$ cat src/rtl/pipe_adder_pkg.sv
// pipe_adder_pkg: shared defaults and elaboration helpers for pipe_adder.
package pipe_adder_pkg;
    localparam int WIDTH_DEF = 16;
    localparam int SEG_DEF = 4;
    function automatic int stage_count(input int width, input int seg);
        return width / seg;
    endfunction
    function automatic bit width_ok(input int width, input int seg);
        return seg > 0 && width >= seg && width % seg == 0;
    endfunction
endpackage

$ cat src/rtl/pipe_adder_if.sv
// pipe_adder_if: operand/result handshake bundle; ovf exists only with PIPE_ADDER_OVF_EN.
interface pipe_adder_if
    import pipe_adder_pkg::*;
#(parameter int WIDTH = WIDTH_DEF);
    logic             in_valid;
    logic             in_ready;
    logic [WIDTH-1:0] a;
    logic [WIDTH-1:0] b;
    logic             cin;
    logic             out_valid;
    logic             out_ready;
    logic [WIDTH-1:0] sum;
    logic             cout;
`ifdef PIPE_ADDER_OVF_EN
    logic             ovf;
    modport master (output in_valid, a, b, cin, out_ready, input in_ready, out_valid, sum, cout, ovf);
    modport slave (input in_valid, a, b, cin, out_ready, output in_ready, out_valid, sum, cout, ovf);
`else
    modport master (output in_valid, a, b, cin, out_ready, input in_ready, out_valid, sum, cout);
    modport slave (input in_valid, a, b, cin, out_ready, output in_ready, out_valid, sum, cout);
`endif
endinterface

$ cat src/rtl/pipe_adder_seg.sv
// pipe_adder_seg: SEG-bit combinational add of two segments plus carry-in.
module pipe_adder_seg
    import pipe_adder_pkg::*;
#(parameter int SEG = SEG_DEF) (
    input  logic [SEG-1:0] a,
    input  logic [SEG-1:0] b,
    input  logic           ci,
    output logic [SEG-1:0] s,
    output logic           co
);
    assign {co, s} = {1'b0, a} + {1'b0, b} + {{SEG{1'b0}}, ci};
endmodule

$ cat src/rtl/pipe_adder.sv
// pipe_adder: valid/ready pipelined adder, SEG bits per stage with registered carries.
// Define PIPE_ADDER_OVF_EN to add the registered signed-overflow output ovf.
module pipe_adder
    import pipe_adder_pkg::*;
#(
    parameter int WIDTH = WIDTH_DEF,
    parameter int SEG = SEG_DEF
) (
    input logic       clk,
    input logic       rst_n,
    pipe_adder_if.slave bus
);
    localparam int STAGES = stage_count(WIDTH, SEG);

    if (!width_ok(WIDTH, SEG)) begin : g_chk
        $error("pipe_adder: WIDTH must be a positive multiple of SEG");
    end

    logic [STAGES-1:0] valid_d, valid_q, carry_d, carry_q, rdy, load;
    logic [WIDTH-1:0]  sum_d [STAGES];
    logic [WIDTH-1:0]  sum_q [STAGES];
    logic [WIDTH-1:0]  a_d [STAGES];
    logic [WIDTH-1:0]  a_q [STAGES];
    logic [WIDTH-1:0]  b_d [STAGES];
    logic [WIDTH-1:0]  b_q [STAGES];
    logic [WIDTH-1:0]  up_a [STAGES];
    logic [WIDTH-1:0]  up_b [STAGES];
    logic [WIDTH-1:0]  up_s [STAGES];
    logic              up_v [STAGES];
    logic              up_c [STAGES];
    logic [SEG-1:0]    seg_s [STAGES];
    logic              seg_co [STAGES];
    logic              nxt;

    // Each stage sees either the input port or the previous stage's registers.
    for (genvar k = 0; k < STAGES; k++) begin : g_stage
        if (k == 0) begin : g_in
            assign up_v[k] = bus.in_valid;
            assign up_c[k] = bus.cin;
            assign up_a[k] = bus.a;
            assign up_b[k] = bus.b;
            assign up_s[k] = '0;
        end else begin : g_chain
            assign up_v[k] = valid_q[k-1];
            assign up_c[k] = carry_q[k-1];
            assign up_a[k] = a_q[k-1];
            assign up_b[k] = b_q[k-1];
            assign up_s[k] = sum_q[k-1];
        end
        pipe_adder_seg #(.SEG(SEG)) u_seg (
            .a  (up_a[k][k*SEG +: SEG]),
            .b  (up_b[k][k*SEG +: SEG]),
            .ci (up_c[k]),
            .s  (seg_s[k]),
            .co (seg_co[k])
        );
    end

    always_comb begin
        nxt = bus.out_ready;
        rdy = '0;
        load = '0;
        valid_d = valid_q;
        carry_d = carry_q;
        sum_d = sum_q;
        a_d = a_q;
        b_d = b_q;
        for (int k = STAGES - 1; k >= 0; k--) begin
            rdy[k] = !valid_q[k] | nxt;
            nxt = rdy[k];
            load[k] = up_v[k] & rdy[k];
            valid_d[k] = rdy[k] ? up_v[k] : valid_q[k];
            if (load[k]) begin
                sum_d[k] = up_s[k];
                sum_d[k][k*SEG +: SEG] = seg_s[k];
                carry_d[k] = seg_co[k];
                a_d[k] = up_a[k];
                b_d[k] = up_b[k];
            end
        end
    end

    always_ff @(posedge clk or negedge rst_n) begin
        if (!rst_n) begin
            valid_q <= '0;
            carry_q <= '0;
            for (int k = 0; k < STAGES; k++) begin
                sum_q[k] <= '0;
                a_q[k] <= '0;
                b_q[k] <= '0;
            end
        end else begin
            valid_q <= valid_d;
            carry_q <= carry_d;
            sum_q <= sum_d;
            a_q <= a_d;
            b_q <= b_d;
        end
    end

    assign bus.in_ready = rdy[0];
    assign bus.out_valid = valid_q[STAGES-1];
    assign bus.sum = sum_q[STAGES-1];
    assign bus.cout = carry_q[STAGES-1];

`ifdef PIPE_ADDER_OVF_EN
    logic ovf_d, ovf_q;

    // Carry into the MSB is recovered from the MSB sum bit and its operand bits.
    always_comb begin
        ovf_d = load[STAGES-1]
              ? up_a[STAGES-1][WIDTH-1] ^ up_b[STAGES-1][WIDTH-1] ^ seg_s[STAGES-1][SEG-1] ^ seg_co[STAGES-1]
              : ovf_q;
    end

    always_ff @(posedge clk or negedge rst_n) begin
        if (!rst_n) ovf_q <= 1'b0;
        else ovf_q <= ovf_d;
    end

    assign bus.ovf = ovf_q;
`endif
endmodule

$ cat src/flat_wrapper.sv
// flat-port wrapper written by rule: the top's interface ports become plain ports
module pipe_adder_flat import pipe_adder_pkg::*;
#(
    parameter int WIDTH = WIDTH_DEF,
    parameter int SEG = SEG_DEF
)
  (clk, rst_n, bus_in_valid, bus_a, bus_b, bus_cin, bus_out_ready, bus_in_ready, bus_out_valid, bus_sum, bus_cout);
  pipe_adder_if #(.WIDTH(WIDTH)) bus_i ();
  input logic clk;
  input logic rst_n;
  input wire logic [$bits(bus_i.in_valid)-1:0] bus_in_valid;
  input wire logic [$bits(bus_i.a)-1:0] bus_a;
  input wire logic [$bits(bus_i.b)-1:0] bus_b;
  input wire logic [$bits(bus_i.cin)-1:0] bus_cin;
  input wire logic [$bits(bus_i.out_ready)-1:0] bus_out_ready;
  output wire logic [$bits(bus_i.in_ready)-1:0] bus_in_ready;
  output wire logic [$bits(bus_i.out_valid)-1:0] bus_out_valid;
  output wire logic [$bits(bus_i.sum)-1:0] bus_sum;
  output wire logic [$bits(bus_i.cout)-1:0] bus_cout;
  assign bus_i.in_valid = bus_in_valid;
  assign bus_i.a = bus_a;
  assign bus_i.b = bus_b;
  assign bus_i.cin = bus_cin;
  assign bus_i.out_ready = bus_out_ready;
  assign bus_in_ready = bus_i.in_ready;
  assign bus_out_valid = bus_i.out_valid;
  assign bus_sum = bus_i.sum;
  assign bus_cout = bus_i.cout;
  pipe_adder #(.WIDTH(WIDTH), .SEG(SEG)) u_core (.clk(clk), .rst_n(rst_n), .bus(bus_i));
endmodule
$ cat config.mk
export PLATFORM = sky130hd
export DESIGN_NAME = pipe_adder_flat
export DESIGN_NICKNAME = d
export VERILOG_FILES = /design/src/rtl/pipe_adder_pkg.sv /design/src/rtl/pipe_adder_if.sv /design/src/rtl/pipe_adder_seg.sv /design/src/rtl/pipe_adder.sv /design/src/flat_wrapper.sv
export SDC_FILE = /design/constraint.sdc
export NUM_CORES = 1
export LEC_CHECK = 0
export CAP_MARGIN = 20
export CORE_AREA = 2 2 140 142
export DETAILED_ROUTE_END_ITERATION = 6
export DIE_AREA = 0 0 142 144
export SLEW_MARGIN = 20
export SYNTH_ARGS = -nofsm -noshare
export SYNTH_HDL_FRONTEND = slang
export SYNTH_HIERARCHICAL = 1
export SYNTH_SLANG_ARGS = --single-unit
export TNS_END_PERCENT = 100
$ cat constraint.sdc
create_clock -name clk -period 2.5 [get_ports clk]
set_input_delay 0.5 -clock clk [delete_from_list [all_inputs] [get_ports clk]]
set_output_delay 0.5 -clock clk [all_outputs]
set_load 0.05 [all_outputs]
==> Slide: Implementation Results, run 1 <==
Key Metrics from the Run

Drt
  • Vias per cell: 3.90
  • Router iterations before antenna repair: 4
  • Post-route ant nets: 0

Worst setup path
  • Crit-path slowest cell: clkdlybuf4s50_1
  • WP data required: 2.00 ns
  • Buf/Inv on CP: 2
  • Largest delay share family, worst path: buffers and inverters

Synth
  • Synthesized flop and latch total: 96
  • Yosys top cell by area: dfrtp_1
  • Mapped Avg Cell Area: 14.8 sq um
  • Synth Cell Area: 4280 sq um
  • Syn Inst Count: 289

Global route
  • Gr ovfl total: 0

Flow run
  • OpenROAD warning count: 26

Layout
  • Filler cells: 1,906
  • Flop count: 96
  • Fin util: 27.9%
  • Flop area: 2400 sq um
  • Clock buffer cells: 11
  • Number of logic gates: 152
  • Final net count: 395
  • Post-route insts no fill: 581
  • Antenna cells: 0

Clock network
  • H-tree levels: 3
  • PostCTS Resize Cnt: 0
  • CTS tree: done
  • Clk Latency, worst-skew pair: 0.34 ns
  • Max Buffers Root-to-Sink: 2
  • Clock buffer count from CTS: 9

STA
  • Slew HR: 60.4%
  • Hold Vio Cnt, Final: 0
  • Clock Skews: 0.00931 ns
  • Tcrit/Tclk final: 89.3%
  • Fin. max-slew vios: 0

Pwr
  • Design Power: 5.89 mW
  • Lkg Pwr: 2.25 nW
  • Peak supply drop: 0.000335 V
  • Pwr Density: 1110 nW/um^2

Floorplan
  • Tapcells: 238
  • Die footprint: 20,400 sq um
  • Core outline area: 19,100 sq um
  • I/O pin total: 56

Placement
  • Dpl cell area: 5040 sq um
  • Post-Place Setup Slack: 0.170 ns
  • Post-Place Cells: 565

Status
  • Status: complete, no violations
## run 1: cell usage in the layout (no fill, tap or decap), drive strengths merged, types with 5 or more instances in the layout
cell type	count
buf	9
clkbuf	11
clkdlybuf4s50	53
dfrtp	96
fa	8
ha	12
inv	19
mux2	92
nand2b	8
o21ai	5
xnor2	8
## run 1: final timing paths
check	startpoint	endpoint	slack, ns	cells past startpoint
max in group asynchronous	rst_n	u_core/b_q[57]	1.65	2
min in group clk	u_core/b_q[54]	u_core/b_q[54]	0.49	1
hold reg to reg	u_core/b_q[54]	u_core/b_q[54]	0.49	1
setup reg to reg	u_core/a_q[40]	u_core/carry_q[2]	0.69	7
setup / recovery	bus_out_ready	bus_in_ready	0.27	4
hold / removal	rst_n	u_core/bus.sum[0]	0.17	1
## run 1: metal layers
layer  wire, um  vias to the layer above  global-route usage [%]
li1           -                     1065                       -
met1       3250                     1155                    9.40
met2       3830                       35                    14.5
met3        321                       12                    2.38
met4        204                        0                    4.74
met5          0                        -                       0
## run 1: cell families (layout without fill, tap and decap cells)
kind of cell | after synthesis | count (layout) | share of synthesized area, %
buf+inv | 41 | 95 | 5.76
fa+ha+maj | 20 | 20 | 7.25
mux | 92 | 92 | 24.2
compound gates | 13 | 13 | 2.19
xor+xnor | 8 | 8 | 1.64
flops | 96 | 96 | 56.1
simple gates | 19 | 19 | 2.84
## run 1: Yosys cell counts, types with 2 or more instances
cell	count
dfrtp_1	96
fa_1	8
ha_1	12
mux2_1	10
nand2b_1	8
a21oi_2	4
mux2_2	82
o21ai_0	4
nor2b_1	4
nand2_1	3
xnor2_1	8
inv_1	17
buf_6	2
buf_4	20
buf_2	2
a21o_1	4
run_1/congestion_map.png
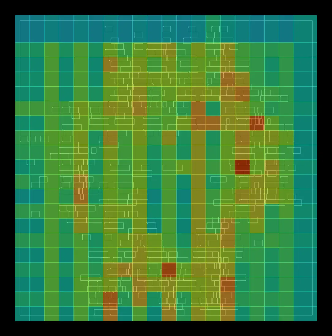
M1 GR Usage: 9.40%
grt met2 use: 14.5%
GR peak layer: met2
routed len/inst: 13.1 um
grt met3 use: 2.38%

run_1/port_trees.png
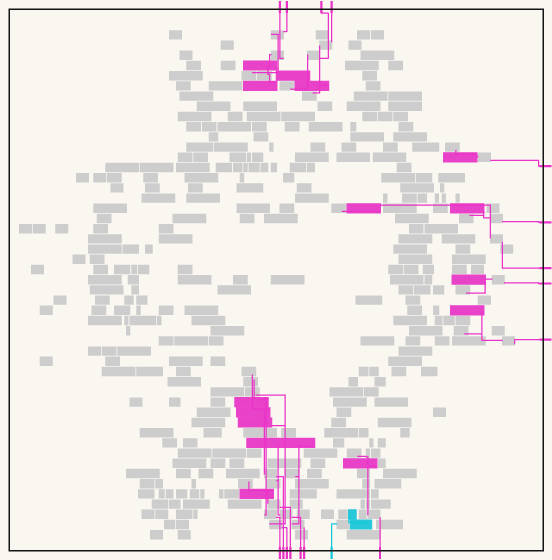
port	colour	bits	direction	end cells	buffers	wire
bus_in_valid	cyan	1	input	2	1	15.0 um
bus_sum	magenta	16	output	16	16	534 um

run_1/route_heat.png
Bar = 50 um. The die is cut into 28 by 29 equal tiles; dark purple is low, yellow is high, scaled to the fullest tile. Values are wire area over tile area, all layers added.
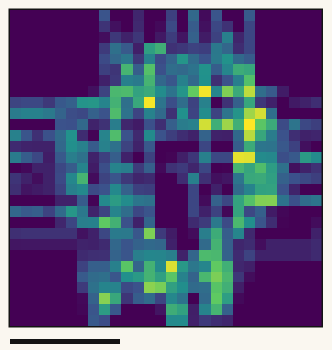
fullest tile	0.28
tiles over half the peak	12%
nearly empty tiles	35%
mean over tiles	0.058
Total GRT Usage: 8.41%
total number of vias: 2,267
final wirelength: 7610 um

run_1/sizing.png
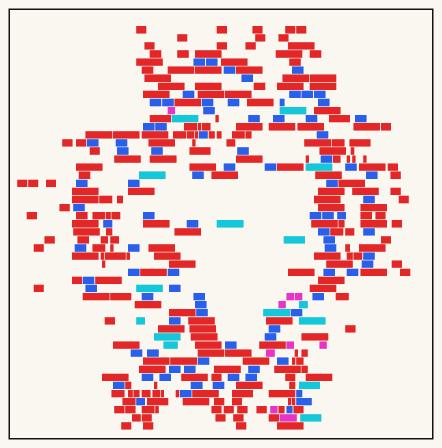
size	colour	cells	share
x2	blue	90	26%
x3 and x4	magenta	9	2.6%
x6 and larger	cyan	15	4.4%
x1 and smaller	red	229	67%
Area growth syn-to-layout: 24.3%
Non-clk bufs: 62
post-route cell area: 5320 sq um

--- run 2 (diff from run 1) ---
Settings changed: CORE_AREA 2 2 140 142 to 2 2 96 98, DIE_AREA 0 0 142 144 to 0 0 98 100, PLACE_DENSITY set to 0.72.
run_2/class_map.png
Bar = 20 um.
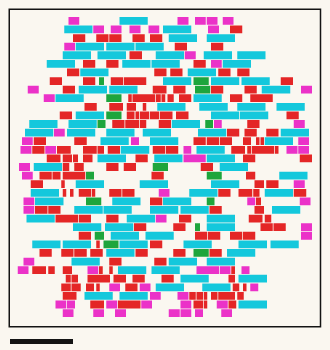
class	colour	cells
registers	cyan	96
clock drivers and dummy loads	green	16
remaining logic cells	red	169
remaining buffers and delay cells	magenta	63
post-route cell area: 5040 sq um
fin util: 56.7%
core outline area: 8890 sq um
flop share of the area: 47.7%

==> Slide: Implementation Results, run 2 <==
Key Metrics from the Run

Status
  • Status: complete, no violations

Global route
  • Gr ovfl total: 0 (unchanged)
  • Total GRT Usage: 14.6% (+6.2 points)

Layout
  • Most instantiated logic cells after routing: 96 x dfrtp_1, 82 x mux2_2, 53 x clkdlybuf4s50_1, 17 x inv_1, 12 x ha_1
  • Flop area: 2400 sq um (unchanged)
  • Layout cells sized above 1: 33.7%
  • Filler cells: 734 (-61%)
  • Area growth syn-to-layout: 17.7%
  • Antenna cells: 0 (unchanged)
  • Top cell excl fill/tap: dfrtp_1
  • Final net count: 396 (+0.25%)

Drt
  • Routed len/inst: 13.9 um (+6.4%)
  • Vias per cell: 4.92 (+26%)
  • Post-route ant nets: 0 (unchanged)
  • Router iterations before antenna repair: 4 (unchanged)
  • Final wirelength: 6340 um (-17%)

STA
  • Hold Vio Cnt, Final: 0 (unchanged)
  • Final setup viols: 0
  • Fin. max-slew vios: 0 (unchanged)
  • Clock Skews: 0.00705 ns (-0.00227 ns)
  • Tcrit/Tclk final: 87.6% (-1.8 points)
  • Slew HR: 62.0% (+1.6 points)

Worst setup path
  • Crit path max fanout: 4
  • Worst reg2reg startpoint: u_core/a_q[52]
  • Crit path capture: bus_in_ready
  • Critical Path Source: bus_out_ready
  • Worst Reg-to-Reg Cells: 7 (unchanged)
  • R2R Path End: u_core/carry_q[1]

Clock network
  • PostCTS Resize Cnt: 0 (unchanged)
  • Max Buffers Root-to-Sink: 2 (unchanged)
  • Clk Latency, worst-skew pair: 0.35 ns (about the same)
  • H-tree levels: 3 (unchanged)
  • Clock buffer count from CTS: 9 (unchanged)

Flow run
  • OpenROAD warning count: 26 (unchanged)

Synth
  • Register share after synthesis: 56.1%
  • Synth Cell Area: 4280 sq um (unchanged)
  • Yosys top cell by area: dfrtp_1
  • Flip-flops with a built-in enable: 0
  • Commonest cells post-synth: 96 x dfrtp_1, 82 x mux2_2, 20 x buf_4
  • Mapped Avg Cell Area: 14.8 sq um (unchanged)
  • Synthesized flop and latch total: 96 (unchanged)
  • Count leader, synth: dfrtp_1

Placement
  • Post-Place Setup Slack: 0.179 ns (+0.00948 ns)
  • GPL Wtd Cong: 0.733
  • DP Wirelength: 4650 um

Pwr
  • Lkg Pwr: 2.19 nW (-2.7%)
  • Pwr Density: 1080 nW/um^2 (-2.5%)
  • Peak supply drop: 0.000366 V (+9.1%)
run_2/port_trees.png
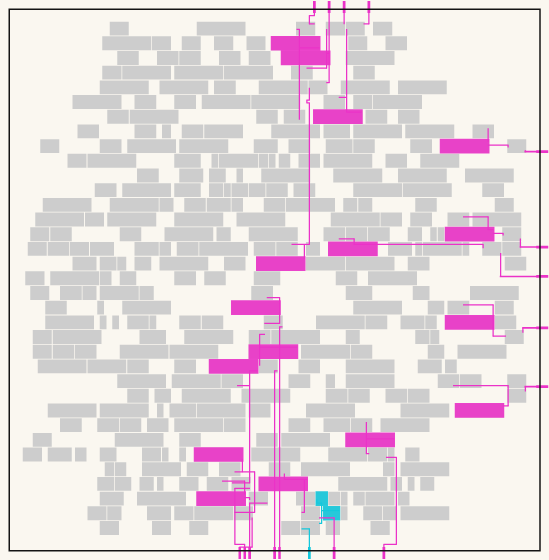
port	colour	bits	direction	end cells	buffers	wire
bus_in_valid	cyan	1	input	2	1	14.0 um
bus_sum	magenta	16	output	16	16	446 um
I/O pin total: 56
IO Port Bufs: 55

run 2: per-stage QoR:
stage / instance area [sq um] / std cells / power (mW) / hold WS [ns]
after floorplan: 4280 / 289 / 4.16 / 0.204
after global placement: 4870 / 439 / 4.55 / 0.478
after detailed placement: 4870 / 439 / 4.63 / 0.486
after CTS: 5040 / 455 / 5.52 / 0.151
after global routing: 5040 / 455 / 5.83 / 0.179
final: 5040 / 455 / 5.44 / 0.135
run 2: logic make-up (layout without fill, tap and decap cells):
kind of cell,Yosys count,in the layout,synth area share [%]
xor+xnor,8,8,1.64
simple gates,19,19,2.84
buf+inv,41,96,5.76
fa+ha+maj,20,20,7.25
compound gates,13,13,2.19
mux,92,92,24.2
flops,96,96,56.1
run 2: power groups by stage:
stage	clock network [mW]	logic, mW	registers [mW]
floorplan	0	1.81	2.35
CTS	0.917	2.21	2.40
detailed placement	0	2.20	2.43
finish	0.880	2.17	2.38
global route	0.997	2.37	2.46
global placement	0	2.14	2.41
run 2: layer usage:
| metal | GRT usage, % | wire length, um |
|---|---|---|
| met1 | 17.8 | 2810 |
| met4 | 7.05 | 115 |
| met5 | 0 | 0 |
| met2 | 25.3 | 3260 |
| met3 | 2.44 | 162 |
run 2: final cells by class:
class                   instances  share of cell area (%)
inverters                      17                    1.27
well taps                     111                    2.76
clock inverters                 7                   0.968
clock buffers                   9                    2.46
multi-input cells             152                    32.4
flip-flops and latches         96                    47.7
repair buffers                 63                    12.5
run 2: critical path, cell delays in order:
cell             delay, ns
clkdlybuf4s50_1       0.42
nand4b_2              0.26
or2_2                 0.32
buf_4                 0.19
--- run 3 (diff from run 2) ---
Settings changed: REMOVE_ABC_BUFFERS set to 1.
run_3/route_heat.png
Bar = 20 um. The die is cut into 20 by 20 equal tiles; dark purple is low, yellow is high, scaled to the fullest tile. Values are wire area over tile area, all layers added.
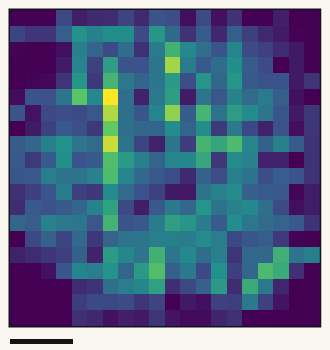
nearly empty tiles	13%
tiles over half the peak	11%
emptiest ninth of the die	south-west
mean over tiles	0.10
routed len/inst: 13.9 um
final wirelength: 6290 um
Total GRT Usage: 14.5%
total number of vias: 2,266

==> Slide: Implementation Results, run 3 <==
Key Metrics from the Run

Clock network
  • Clk Latency, worst-skew pair: 0.35 ns (about the same)
  • CTS Sinks: 96
  • H-tree levels: 3 (unchanged)
  • Clock buffer count from CTS: 9 (unchanged)
  • PostCTS Resize Cnt: 0 (unchanged)
  • Postcts setup bufs: 0
  • Max Buffers Root-to-Sink: 2 (unchanged)

Worst setup path
  • Worst path depth: 4 (unchanged)
  • Critical Path Max Stage Delay: 0.43 ns (about the same)
  • Crit path capture: bus_in_ready
  • Crit-path slowest cell: clkdlybuf4s50_1
  • Largest delay share family, worst path: buffers and inverters
  • Worst Reg-to-Reg Cells: 7 (unchanged)
  • Critical path cell sequence: clkdlybuf4s50_1 -> nand4b_2 -> or2_2 -> buf_4
  • Worst reg2reg startpoint: u_core/a_q[40]
  • R2R Path End: u_core/carry_q[2]
  • Crit path max fanout: 4 (unchanged)
  • Critical Path Source: bus_out_ready

Layout
  • Post-route insts no fill: 452 (-0.66%)
  • Area growth syn-to-layout: 18.7%
  • Final net count: 394 (-0.51%)
  • Antenna cells: 0 (unchanged)
  • Top cell excl fill/tap: dfrtp_1
  • Post-route cell area: 5080 sq um (+0.79%)
  • Most instantiated logic cells after routing: 96 x dfrtp_1, 82 x mux2_2, 53 x clkdlybuf4s50_1, 17 x inv_1, 12 x ha_1

Placement
  • DP Wirelength: 4320 um (-7.1%)
  • Post-Place Setup Slack: 0.218 ns (+0.0393 ns)
  • Post-Place Cells: 437 (-0.46%)
  • IO Port Bufs: 55 (unchanged)
  • Dpl cell area: 4870 sq um (+0.10%)
  • GPL Wtd Cong: 0.713 (-2.8%)

STA
  • Hold Vio Cnt, Final: 0 (unchanged)
  • Clock Skews: 0.00641 ns (-0.000631 ns)
  • Tcrit/Tclk final: 90.0% (+2.4 points)
  • Final setup viols: 0 (unchanged)
  • Fin. max-slew vios: 0 (unchanged)
  • Slew HR: 57.5% (-4.4 points)

Floorplan
  • I/O pin total: 56 (unchanged)
  • Core outline area: 8890 sq um (unchanged)

Synth
  • Flip-flops with a built-in enable: 0 (unchanged)
  • Mapped Avg Cell Area: 14.8 sq um (unchanged)
  • Synthesized flop and latch total: 96 (unchanged)
  • Count leader, synth: dfrtp_1
  • Synth Cell Area: 4280 sq um (unchanged)
  • Commonest cells post-synth: 96 x dfrtp_1, 82 x mux2_2, 20 x buf_4
  • Yosys top cell by area: dfrtp_1

Status
  • Status: complete, no violations

Pwr
  • Peak supply drop: 0.000564 V (+54%)
  • P_sw: 1.88 mW
  • Lkg Pwr: 2.22 nW (+1.3%)
  • Sequential group share of total power: 42.5%

Global route
  • Gr ovfl total: 0 (unchanged)
  • First-pass GRT wire length: 11,000 um

Drt
  • Post-route ant nets: 0 (unchanged)
  • Router iterations before antenna repair: 4 (unchanged)
  • Vias per cell: 5.01 (+1.9%)
  • # DRC: 0

Flow run
  • OpenROAD warning count: 25 (-3.8%)
run_3/port_trees.png
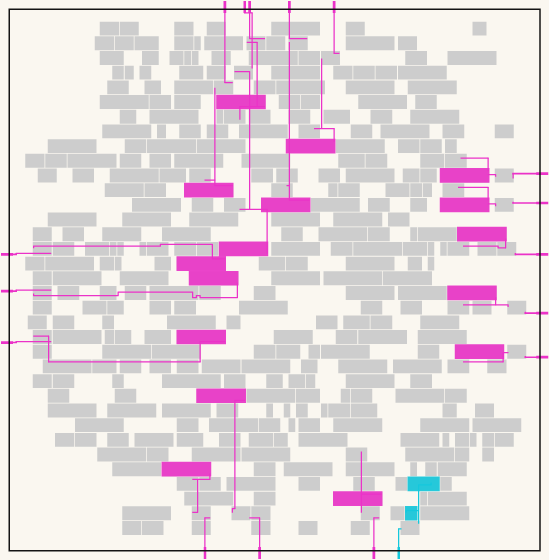
port	colour	bits	direction	end cells	buffers	wire
bus_in_valid	cyan	1	input	2	1	16.4 um
bus_sum	magenta	16	output	16	16	473 um

-- run 3: cell counts after synthesis --
No cell type changed its count.
-- run 3: stage by stage --
step	hold WS [ns]	util [%]	power, mW
6_report	0.158	57.1	5.61
5_1_grt	0.188	57.1	6.03
4_1_cts	0.170	57.1	5.70
3_5_place_dp	0.485	54.8	4.62
3_3_place_gp	0.470	54.8	4.53
2_1_floorplan	0.204	-	3.94
-- run 3: power by group through the flow --
stage	clock network, mW	logic [mW]	registers (mW)
detailed placement	0	2.19	2.43
global route	1.18	2.38	2.47
CTS	1.10	2.20	2.39
global placement	0	2.13	2.40
finish	1.06	2.16	2.38
floorplan	0	1.10	2.84
-- run 3: worst register-to-register path, stage by stage (launching register included) --
cell and delay, ns:
dfrtp_1 0.40, fa_1 0.48, inv_1 0.10, fa_1 0.22, nor2b_1 0.06, o21ai_0 0.15
nand2b_1 0.07, mux2_2 0.25
-- run 3: per-layer routing --
layer | share of wire (%) | routed length [um] | global-route usage, %
met1 | 45 | 2840 | 18.0
met2 | 49 | 3110 | 24.3
met3 | 3.1 | 198 | 2.79
met4 | 2.3 | 145 | 7.69
met5 | 0 | 0 | 0
-- run 3: kinds of logic after synthesis --
group	count (synthesis)	share of synthesized area [%]
AND-OR/OR-AND	13	2.19
XOR/XNOR	8	1.64
adder cells (fa/ha/maj)	20	7.25
buffers and inverters	41	5.76
flip-flops	96	56.1
multiplexers	92	24.2
AND/OR/NAND/NOR	19	2.84
-- run 3: cell type report --
| cell class | instances | area [sq um] |
|---|---|---|
| clock buffers | 9 | 124 |
| clock inverters | 6 | 83.8 |
| fillers | 732 | 3810 |
| inverters | 17 | 63.8 |
| multi-input cells | 152 | 1640 |
| flip-flops and latches | 96 | 2400 |
| well taps | 111 | 139 |
| repair buffers | 61 | 628 |
Power figures rest on the tool's default switching activity, not on a simulated workload.
